**src/rtl/serial_subtractor.sv**
```systemverilog
// serial_subtractor
//
// Bit-serial subtractor/adder. Two WIDTH-bit operands are latched on a start
// handshake and processed LSB-first, one bit per clock, through a single
// full-subtractor/full-adder cell with a registered borrow/carry. The result
// and final borrow/carry are published together with a one-cycle done pulse
// and held until the next operation completes.
//
// Optional feature macro: SERIAL_SUB_OVF_EN
//   defined   -> adds output ovf (signed overflow), updated together with d
//   undefined -> no ovf port and no overflow logic
//
// Ports:
//   clk    in   rising-edge clock
//   rst    in   synchronous active-high reset
//   start  in   request, sampled only while busy=0
//   mode   in   0 = a-b-bin, 1 = a+b+bin (latched with start)
//   a, b   in   WIDTH-bit operands (latched with start)
//   bin    in   borrow-in / carry-in (latched with start)
//   busy   out  operation in progress
//   done   out  one-cycle pulse, d/b0 are new this cycle
//   d      out  WIDTH-bit result of the last completed operation
//   b0     out  borrow-out / carry-out of the last completed operation
//   ovf    out  signed overflow (SERIAL_SUB_OVF_EN only)

module serial_subtractor #(
    parameter int WIDTH = 8,
    parameter int CNT_W = $clog2(WIDTH + 1)
) (
    input  logic             clk,
    input  logic             rst,
    input  logic             start,
    input  logic             mode,
    input  logic [WIDTH-1:0] a,
    input  logic [WIDTH-1:0] b,
    input  logic             bin,
    output logic             busy,
    output logic             done,
    output logic [WIDTH-1:0] d,
    output logic             b0
`ifdef SERIAL_SUB_OVF_EN
    ,
    output logic             ovf
`endif
);

    typedef enum logic {
        IDLE  = 1'b0,
        SHIFT = 1'b1
    } state_t;

    state_t             r_state;
    state_t             w_stateNext;

    logic [WIDTH-1:0]   r_sa;
    logic [WIDTH-1:0]   r_sb;
    logic               r_mode;
    logic               r_br;
    logic [CNT_W-1:0]   r_cnt;
    logic               r_done;
    logic [WIDTH-1:0]   r_d;
    logic               r_b0;
`ifdef SERIAL_SUB_OVF_EN
    logic               r_ovf;
`endif

    logic               w_x;
    logic               w_y;
    logic               w_r;
    logic               w_brNext;
    logic               w_lastBit;
    logic               w_startAccept;
    logic               w_finish;
    logic [WIDTH-1:0]   w_word;

    // Current operand bits and the single arithmetic cell. The result bit is
    // identical for add and subtract; only the borrow/carry recurrence differs.
    always_comb begin
        w_x = r_sa[0];
        w_y = r_sb[0];
        w_r = w_x ^ w_y ^ r_br;
        if (r_mode) begin
            w_brNext = (w_x & w_y) | ((w_x ^ w_y) & r_br);
        end else begin
            w_brNext = (~w_x & w_y) | (~(w_x ^ w_y) & r_br);
        end
    end

    assign w_lastBit = (r_cnt == CNT_W'(WIDTH - 1));

    // The accumulator only needs the WIDTH-1 bits already produced: the
    // current result bit is concatenated on top to form the full word, which
    // is what gets published on the final bit. A 1-bit instance has no
    // accumulator at all.
    generate
        if (WIDTH == 1) begin : g_noAcc
            assign w_word = w_r;
        end else begin : g_acc
            logic [WIDTH-2:0] r_acc;

            assign w_word = {w_r, r_acc};

            always_ff @(posedge clk) begin
                if (rst) begin
                    r_acc <= '0;
                end else if (r_state == SHIFT) begin
                    r_acc <= w_word[WIDTH-1:1];
                end
            end
        end
    endgenerate

    // State register.
    always_ff @(posedge clk) begin
        if (rst) begin
            r_state <= IDLE;
        end else begin
            r_state <= w_stateNext;
        end
    end

    // Next-state logic. Start is only honoured in IDLE, which includes the
    // cycle in which done is high, so operations can run back-to-back.
    always_comb begin
        w_stateNext   = r_state;
        w_startAccept = 1'b0;
        w_finish      = 1'b0;
        case (r_state)
            IDLE: begin
                if (start) begin
                    w_startAccept = 1'b1;
                    w_stateNext   = SHIFT;
                end
            end
            SHIFT: begin
                if (w_lastBit) begin
                    w_finish    = 1'b1;
                    w_stateNext = IDLE;
                end
            end
            default: begin
                w_stateNext = IDLE;
            end
        endcase
    end

    // Datapath. Operands are captured once on an accepted start so input
    // changes during the operation have no effect. d/b0 change only when the
    // last bit is processed; a reset mid-operation clears everything and no
    // done pulse is produced.
    always_ff @(posedge clk) begin
        if (rst) begin
            r_sa   <= '0;
            r_sb   <= '0;
            r_mode <= 1'b0;
            r_br   <= 1'b0;
            r_cnt  <= '0;
            r_done <= 1'b0;
            r_d    <= '0;
            r_b0   <= 1'b0;
`ifdef SERIAL_SUB_OVF_EN
            r_ovf  <= 1'b0;
`endif
        end else begin
            r_done <= 1'b0;
            if (w_startAccept) begin
                r_sa   <= a;
                r_sb   <= b;
                r_mode <= mode;
                r_br   <= bin;
                r_cnt  <= '0;
            end else if (r_state == SHIFT) begin
                r_sa  <= r_sa >> 1;
                r_sb  <= r_sb >> 1;
                r_br  <= w_brNext;
                r_cnt <= r_cnt + 1'b1;
                if (w_finish) begin
                    r_d    <= w_word;
                    r_b0   <= w_brNext;
                    r_done <= 1'b1;
`ifdef SERIAL_SUB_OVF_EN
                    // Signed overflow: borrow/carry into the MSB differs from
                    // the borrow/carry out of it.
                    r_ovf  <= r_br ^ w_brNext;
`endif
                end
            end
        end
    end

    assign busy = (r_state == SHIFT);
    assign done = r_done;
    assign d    = r_d;
    assign b0   = r_b0;
`ifdef SERIAL_SUB_OVF_EN
    assign ovf  = r_ovf;
`endif

endmodule

```
**config.mk**
```make
export PLATFORM = sky130hd
export DESIGN_NAME = serial_subtractor
export DESIGN_NICKNAME = d
export VERILOG_FILES = /design/src/rtl/serial_subtractor.sv
export SDC_FILE = /design/constraint.sdc
export NUM_CORES = 1
export LEC_CHECK = 0
export CAP_MARGIN = 20
export CORE_MARGIN = 4
export CORE_UTILIZATION = 45
export CTS_BUF_LIST = sky130_fd_sc_hd__clkbuf_2
export DETAILED_ROUTE_END_ITERATION = 8
export PLACE_DENSITY = 0.8
export SETUP_SLACK_MARGIN = 0.4
export SKIP_LAST_GASP = 1
export SLEW_MARGIN = 20
export SYNTH_ARGS = -nofsm -noshare
export SYNTH_HDL_FRONTEND = slang
export SYNTH_SLANG_ARGS = --single-unit
```
**constraint.sdc**
```tcl
create_clock -name clk -period 1.78 [get_ports clk]
set_input_delay 0.445 -clock clk [delete_from_list [all_inputs] [get_ports clk]]
set_output_delay 0.445 -clock clk [all_outputs]
set_load 0.02 [all_outputs]
```
### Register map, names as in the netlist, run 1

(6 px per µm)
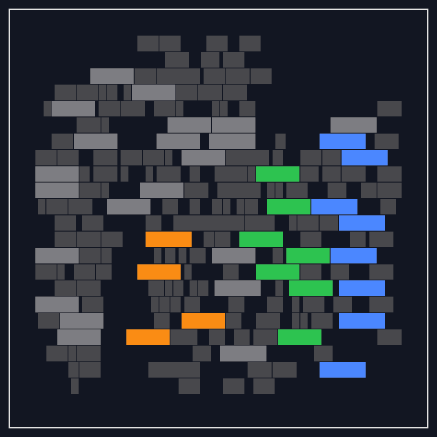
- orange: r_cnt (sequential cells 4)
- green: g_acc.r_acc (sequential cells 7)
- blue: d (sequential cells 8)
Core Util, Final: 0.597
Sequential Power: 954 µW
Reg area: 817 µm²
fraction of area in registers: 0.374

### Close-up of the layout, run 1

Region (15, 29) to (55, 69) µm. Cells in grey, sequential cells in the stronger grey; small squares are vias.
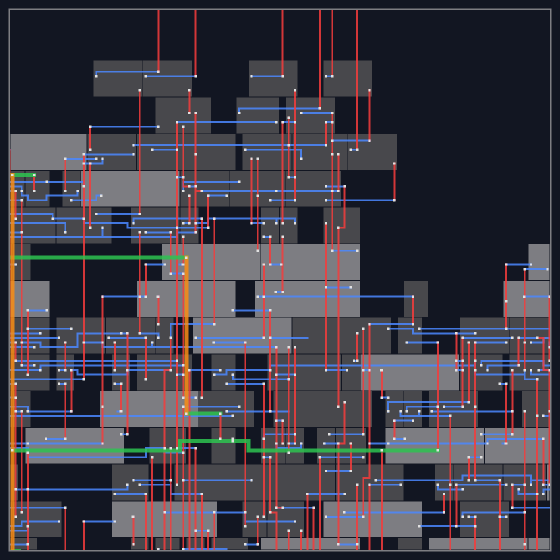
- red: met2
- blue: met1
- green: met3
- orange: met4
- sequential cells in the window: 14
- most frequent: mux2i_1 (13), nor2_1 (13), dfxtp_1 (11)
- cells with their middle in the window: 81
- netlist names of flops here include: r_sb (5), g_acc.r_acc (3), r_sa (3)

### Gate families picked out, run 1

(6 px per µm)
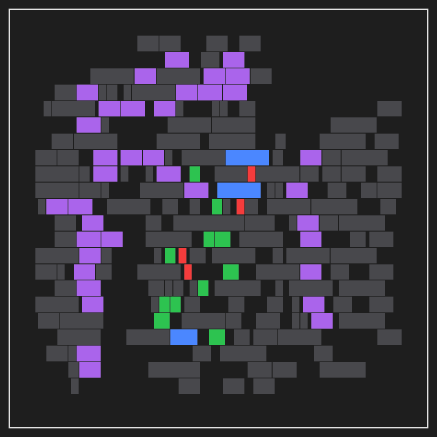
- green: inverting AOI/OAI gates (cells 11)
- red: inverters (cells 4; where middle)
- purple: multiplexers (cells 37)
- blue: adder and majority cells (cells 3)
Post-Layout Cell Count: 241
Top cell excl fill/tap: dfxtp_1
logic share of the area: 0.368

==> flow_metrics.env, run 1 <==
# physical design summary
export IMPL_clock_power_uw=382
export IMPL_grt_usage=0.143
export IMPL_synth_seq_share=0.471
export IMPL_ys_seq_elements=40
export IMPL_ys_warn_count=0
export IMPL_top_cell="dfxtp_1"
export IMPL_cts_tree="built"
export IMPL_worst_slack_ns=0.438
export IMPL_clockBufferDepth=2
export IMPL_rr_startpoint="r_cnt[1]$_SDFFE_PP0P_"
export IMPL_antenna_left=0
export IMPL_finalSetupViolCount=0
export IMPL_hold_viol=0
export IMPL_max_slew_margin=0.800
export IMPL_overflow=0
export IMPL_ff_type="dfxtp_1"
export IMPL_ys_area_mm2=0.00170
export IMPL_clkPwrFrac=0.243
export IMPL_cts_root_buffer="clkbuf_2"
export IMPL_async_flop_share=0
export IMPL_power_switching_uw=407
export IMPL_port_buffers=31
export IMPL_totalWireLength_mm=3.24
export IMPL_p_leak_nw=0.935
export IMPL_path_cells="buf_6"
export IMPL_maxPowerGroup="registers"
export IMPL_core_mm2=0.00366
export IMPL_synth_area_mm2=0.00170
export IMPL_endpoint_kind="output port"
export IMPL_pwr_share_seq=0.606
export IMPL_grt_pass1_wl_mm=5.62
export IMPL_fmax_mhz=745
export IMPL_critPathLaunchType="flip-flop"
export IMPL_clock_sinks=40
export IMPL_grt_max_degree=24
export IMPL_cp_slowest_cell="dfxtp_2"
export IMPL_place_ws_ns=-0.0806
export IMPL_p_total_mw=1.57
export IMPL_internal_power_mw=1.17
export IMPL_yosys_top_cells_area="dfxtp_1 47%, mux2i_1 14%, mux2_2 7.9%"
export IMPL_crit_family="flip-flops"
export IMPL_arrival_ns=0.90
export IMPL_synth_stat_cells=156
export IMPL_gp_congestion=0.788
export IMPL_antenna_found_initial=0
export IMPL_antenna_cells=0
export IMPL_worst_path_buf_inv=1
export IMPL_drt_iter0_markers=72
export IMPL_tool_warnings=29
export IMPL_wl_per_cell_um=13.4
export IMPL_fin_crit_sh=0.754
export IMPL_first_global_vias=1306
export IMPL_vias=1210
export IMPL_htreeDepth=2
export IMPL_die_y_um=69.5
export IMPL_fin_area_mm2=0.00218
export IMPL_worstMarginPinSlew_ns=0.299
export IMPL_hpwl_mm=2.26
export IMPL_syn_avg_cell_area_um2=10.9
export IMPL_rows=22
export IMPL_yosys_area_top_type_share=0.471
export IMPL_fin_tns_setup_ns=0
export IMPL_cap_violations=0
export IMPL_dieWidth_um=69.5
export IMPL_die_area_mm2=0.00483
export IMPL_fp_nets=180
export IMPL_synth_cell_types=28
export IMPL_required_ns=1.33
export IMPL_whs_ns=0.503
export IMPL_clock_latency_ns=0.39
export IMPL_cts_buffers=5
export IMPL_nNetsFinal=216
export IMPL_p_sw_frac=0.258
export IMPL_period_minus_slack_ns=1.34
export IMPL_hold_start="g_acc.r_acc[0]$_SDFFE_PP0P_"
export IMPL_clock_skew_ns=0.0223
export IMPL_hold_buffers=0
export IMPL_drive_gt1_frac=0.290
export IMPL_status="finished, final reports clean"
export IMPL_placed_cells=228
export IMPL_io_pins=32
export IMPL_top_area_cell="dfxtp_1"
export IMPL_rsz0062_at_grt="true"
export IMPL_slew_violations=0
export IMPL_initial_core_util=0.465
export IMPL_pwr_share_comb=0.151
export IMPL_crit_path_max_incr_delay_ns=0.39
export IMPL_whs_endpoint="d[0]$_SDFFE_PP0P_"
export IMPL_dr_pass1_iters=4
export IMPL_worstSetupPathType="flip-flop to output port"
export IMPL_holdPathStages=1
export IMPL_placed_cell_area_mm2=0.00204
export IMPL_crit_start="busy$_SDFF_PP0_"
export IMPL_hold_class="flip-flop to flip-flop"
export IMPL_syn2layout_area_growth_pct=28.4
export IMPL_top_cells_by_count="40 x dfxtp_1, 25 x nor2_1, 23 x mux2i_1, 12 x mux2_2, 8 x a22o_1"
export IMPL_syn_inst=156
export IMPL_p_per_area_mw_per_mm2=721
export IMPL_crit_path_end="busy"
export IMPL_drc_errors=0
export IMPL_critPathMaxFanout=2
export IMPL_powerComb_uw=239
export IMPL_vias_per_cell=5.02
export IMPL_cts_clk_slew_worst_paths_ns=0.20
export IMPL_reg2reg_to="d[5]$_SDFFE_PP0P_"
export IMPL_rrSetupSlack_ns=0.48
export IMPL_r2r_cells=4
export IMPL_irDropWorstVdd_mv=0.458
export IMPL_enable_flop_cells=0
export IMPL_cp_depth=1
## run 1: sequential cells by signal, indices dropped and copies added, names as in the netlist
register	cells
b0	1
busy	1
d	8
done	1
g_acc.r_acc	7
r_br	1
r_cnt	4
r_mode	1
r_sa	8
r_sb	8
## run 1: metal layers
metal	vias to the layer above	part of all wire	global-route usage
met5	-	0	0
met4	0	0.019	0.0651
met3	7	0.050	0.0449
li1	611	-	-
met2	28	0.54	0.260
met1	564	0.39	0.150
## run 1: layout make-up
class / count / area (µm²)
fill: 319 / 1480
sequential: 40 / 817
multi-input combinational: 100 / 805
timing repair buffer: 41 / 447
tap: 48 / 60.1
clock buffer: 6 / 30.0
inverter: 4 / 15.0
clock inverter: 2 / 11.3
## run 1: layout by cell type (no fill, tap or decap), types with 2 or more instances in the layout
master           netlist  final
inv_1                  4      4
a21oi_1                6      6
nor2_1                25     25
a22o_1                 8      8
dfxtp_1               40     27
buf_6                  4     12
nor3_1                 2      2
buf_4                  2      6
mux2i_1               23     23
o21a_1                 2      2
mux2_1                 2      2
dfxtp_2                0     13
nand3b_1               2      2
mux2_2                12     12
nor3b_1                3      3
clkdlybuf4s50_1        0     19
clkbuf_2               0      6
a211oi_1               3      3
fa_1                   2      2
## run 1: kinds of logic after synthesis
group	after synthesis	share of synthesized area
DFF	40	0.471
and+or+nand+nor	38	0.118
muxes	37	0.228
AOI/OAI and AO/OA	21	0.0882
buffers and inverters	16	0.0595
adders and majority gates	3	0.0309
xor gates and xnor gates	1	0.00515
## run 1: what timing repair did
item | in CTS | in global routing
endpoints found under the setup margin | 13 | 22
resized | 56 | 27
buffers inserted | 1 | 3
gates cloned | 1 | 0
==> run 2, diff against run 1 <==
Settings changed: PLACE_DENSITY 0.8 to 0.82.
Clock period 1.78 ns to 1.05 ns, I/O delays scaled along.
### M2 wires, run 2

(4 px per µm)
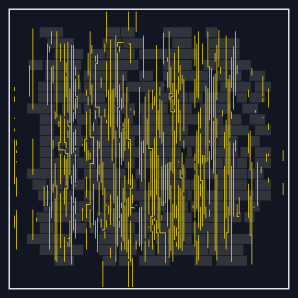
- longest straight run: 44.2 µm
- share of all routed wire: 54%
DR vias: 1410
met2 usage: 0.334

### Close-up of the layout, run 2

Region (15, 29) to (55, 69) µm. Cells in grey, sequential cells in the stronger grey; small squares are vias.
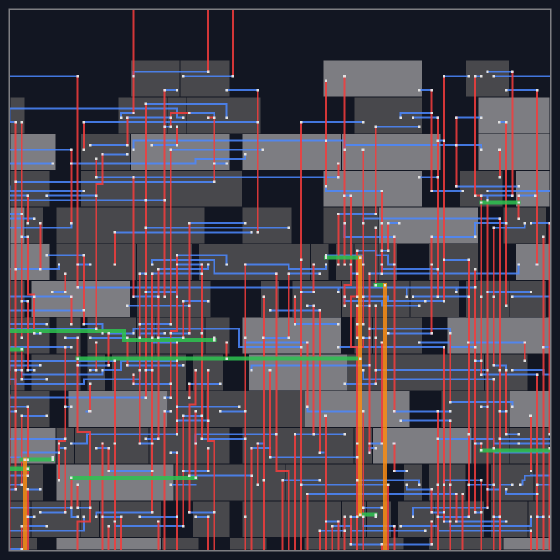
- green: met3
- blue: met1
- red: met2
- orange: met4
- sequential cells in the window: 16
- netlist names of flops here include: g_acc.r_acc (7), r_sa (5), d (3)
- cells with their middle in the window: 91
- most frequent: mux2i_1 (14), nor2_1 (14), dfxtp_1 (11)

==> flow_metrics.env, run 2 <==
# physical design summary
export IMPL_powerComb_uw=695
export IMPL_cts_resized=105
export IMPL_worstMarginPinSlew_ns=0.406
export IMPL_finalSetupViolCount=45
export IMPL_worst_path_buf_inv=0
export IMPL_maxPowerGroup="registers"
export IMPL_clock_latency_ns=0.40
export IMPL_overflow=0
export IMPL_place_ws_ns=-0.576
export IMPL_worst_slack_ns=-0.225
export IMPL_p_per_area_mw_per_mm2=1170
export IMPL_nNetsFinal=246
export IMPL_rr_startpoint="r_sa[0]$_SDFFE_PP0P_"
export IMPL_met3WireLength_um=188
export IMPL_pwr_share_comb=0.213
export IMPL_cp_slowest_cell="dfxtp_4"
export IMPL_power_switching_uw=860
export IMPL_m1WireLength_mm=1.91
export IMPL_htreeDepth=2
export IMPL_ys_warn_count=0
export IMPL_totalWireLength_mm=4.70
export IMPL_rsz0062_at_grt="true"
export IMPL_seq_power_mw=1.63
export IMPL_reg2reg_to="b0$_SDFFE_PP0P_"
export IMPL_irDropWorstVdd_mv=0.991
export IMPL_fin_area_mm2=0.00279
export IMPL_port_buffers=31
export IMPL_drive_gt1_frac=0.502
export IMPL_synth_stat_cells=156
export IMPL_placed_cell_area_mm2=0.00227
export IMPL_hold_buffers=0
export IMPL_drt_iter0_markers=51
export IMPL_layout_top_cells="24 x nor2_1, 24 x dfxtp_1, 22 x buf_4"
export IMPL_endpoint_kind="flip-flop"
export IMPL_status="finished with violations"
export IMPL_wl_per_cell_um=17.4
export IMPL_syn_avg_cell_area_um2=10.9
export IMPL_grt_max_degree=14
export IMPL_crit_family="flip-flops"
export IMPL_path_cells="fa_2 > nor2_4 > a21oi_4 > o31ai_2"
export IMPL_post_cts_buffers=8
export IMPL_synth_seq_share=0.471
export IMPL_vias_per_cell=5.20
export IMPL_rows=22
export IMPL_initial_core_util=0.465
export IMPL_clock_skew_ns=0.0206
export IMPL_hold_class="input port to flip-flop"
export IMPL_hpwl_mm=2.49
export IMPL_critPathLaunchType="flip-flop"
export IMPL_whs_endpoint="r_mode$_SDFFE_PP0P_"
export IMPL_layoutNonFillerInstCount=271
export IMPL_die_y_um=69.5
export IMPL_antenna_cells=0
export IMPL_core_mm2=0.00366
export IMPL_async_flop_share=0
export IMPL_max_slew_margin=0.730
export IMPL_whs_ns=0.453
export IMPL_synth_cell_types=28
export IMPL_io_pins=32
export IMPL_cts_buffers=5
export IMPL_busiest_layer="met2"
export IMPL_top_layer="met4"
export IMPL_cap_violations=0
export IMPL_fp_nets=180
export IMPL_die_area_mm2=0.00483
export IMPL_ff_type="dfxtp_1"
export IMPL_rrSetupSlack_ns=-0.23
export IMPL_yosys_area_top_type_share=0.471
export IMPL_top_cells_by_count="40 x dfxtp_1, 25 x nor2_1, 23 x mux2i_1, 12 x mux2_2, 8 x a22o_1"
export IMPL_gp_congestion=0.781
export IMPL_yosys_top_cells_area="dfxtp_1 47%, mux2i_1 14%, mux2_2 7.9%"
export IMPL_holdPathStages=3
export IMPL_fin_crit_sh=1.21
export IMPL_cts_clk_slew_worst_paths_ns=0.22
export IMPL_drc_errors=0
export IMPL_clock_sinks=40
export IMPL_cts_root_buffer="clkbuf_2"
export IMPL_period_minus_slack_ns=1.28
export IMPL_clockBufferDepth=2
export IMPL_placed_cells=247
export IMPL_ys_seq_elements=40
export IMPL_syn2layout_area_growth_pct=64.0
export IMPL_internal_power_mw=2.40
export IMPL_clock_power_uw=938
export IMPL_critPathMaxFanout=3
export IMPL_dieWidth_um=69.5
export IMPL_crit_path_max_incr_delay_ns=0.41
export IMPL_top_cell="dfxtp_1"
export IMPL_antenna_left=0
export IMPL_top_area_cell="dfxtp_1"
export IMPL_r2r_cells=4
export IMPL_p_sw_frac=0.264
export IMPL_grt_met1_usage=0.214
export IMPL_ys_area_mm2=0.00170
export IMPL_grt_util_met3=0.0565
export IMPL_syn_inst=156
export IMPL_enable_flop_cells=0
export IMPL_grt_usage=0.188
export IMPL_clkPwrFrac=0.287
export IMPL_worstSetupPathType="flip-flop to flip-flop"
export IMPL_hold_start="mode"
export IMPL_cp_depth=4
export IMPL_cts_tree="built"
export IMPL_tool_warnings=30
export IMPL_pwr_share_seq=0.500
export IMPL_required_ns=1.38
export IMPL_arrival_ns=1.60
export IMPL_routed_wl_met2_mm=2.53
export IMPL_synth_area_mm2=0.00170
export IMPL_hold_viol=0
export IMPL_grt_pass1_wl_mm=7.12
export IMPL_fmax_mhz=784
export IMPL_first_global_vias=1502
export IMPL_dr_pass1_iters=4
export IMPL_violations="negative setup slack"
run 2: cell counts after synthesis:
No cell type changed its count.
run 2: final cells by class:
type	count	area [µm²]
well taps	48	60.1
flip-flops and latches	40	828
repair buffers	70	841
clock inverters	3	42.5
fillers	242	871
clock buffers	5	25.0
inverters	4	15.0
multi-input cells	101	978
run 2: cells by family after synthesis:
| kind of cell | count (synthesis) | share of synthesized area |
|---|---|---|
| DFF | 40 | 0.471 |
| AOI/OAI and AO/OA | 21 | 0.0882 |
| muxes | 37 | 0.228 |
| buffers and inverters | 16 | 0.0595 |
| and+or+nand+nor | 38 | 0.118 |
| xor gates and xnor gates | 1 | 0.00515 |
| adders and majority gates | 3 | 0.0309 |
run 2: per-stage QoR:
step                setup TNS (ns)  utilization  power [mW]
floorplan                    -1.81            -        1.95
global placement            -16.27        0.621        2.08
detailed placement          -17.35        0.621        2.11
CTS                          -3.53        0.739        3.19
global route                 -6.83        0.762        3.37
finish                       -4.76        0.762        3.26
run 2: how the worst max path moves through the flow:
stage	start	to	slack, ns
2_1_floorplan	busy$_SDFF_PP0_	d[0]$_SDFFE_PP0P_	-0.12
3_3_place_gp	start	r_sb[2]$_SDFFE_PP0P_	-0.52
3_5_place_dp	start	r_sb[2]$_SDFFE_PP0P_	-0.58
4_1_cts	r_sb[0]$_SDFFE_PP0P_	b0$_SDFFE_PP0P_	-0.17
5_1_grt	r_sa[0]$_SDFFE_PP0P_	b0$_SDFFE_PP0P_	-0.25
6_report	r_sa[0]$_SDFFE_PP0P_	b0$_SDFFE_PP0P_	-0.23
run 2: worst reg2reg max path, stage by stage (launching register included):
cell and delay, ns:
dfxtp_4 0.41, fa_2 0.41, nor2_4 0.12, a21oi_4 0.05
o31ai_2 0.23
Power figures rest on the tool's default switching activity, not on a simulated workload.
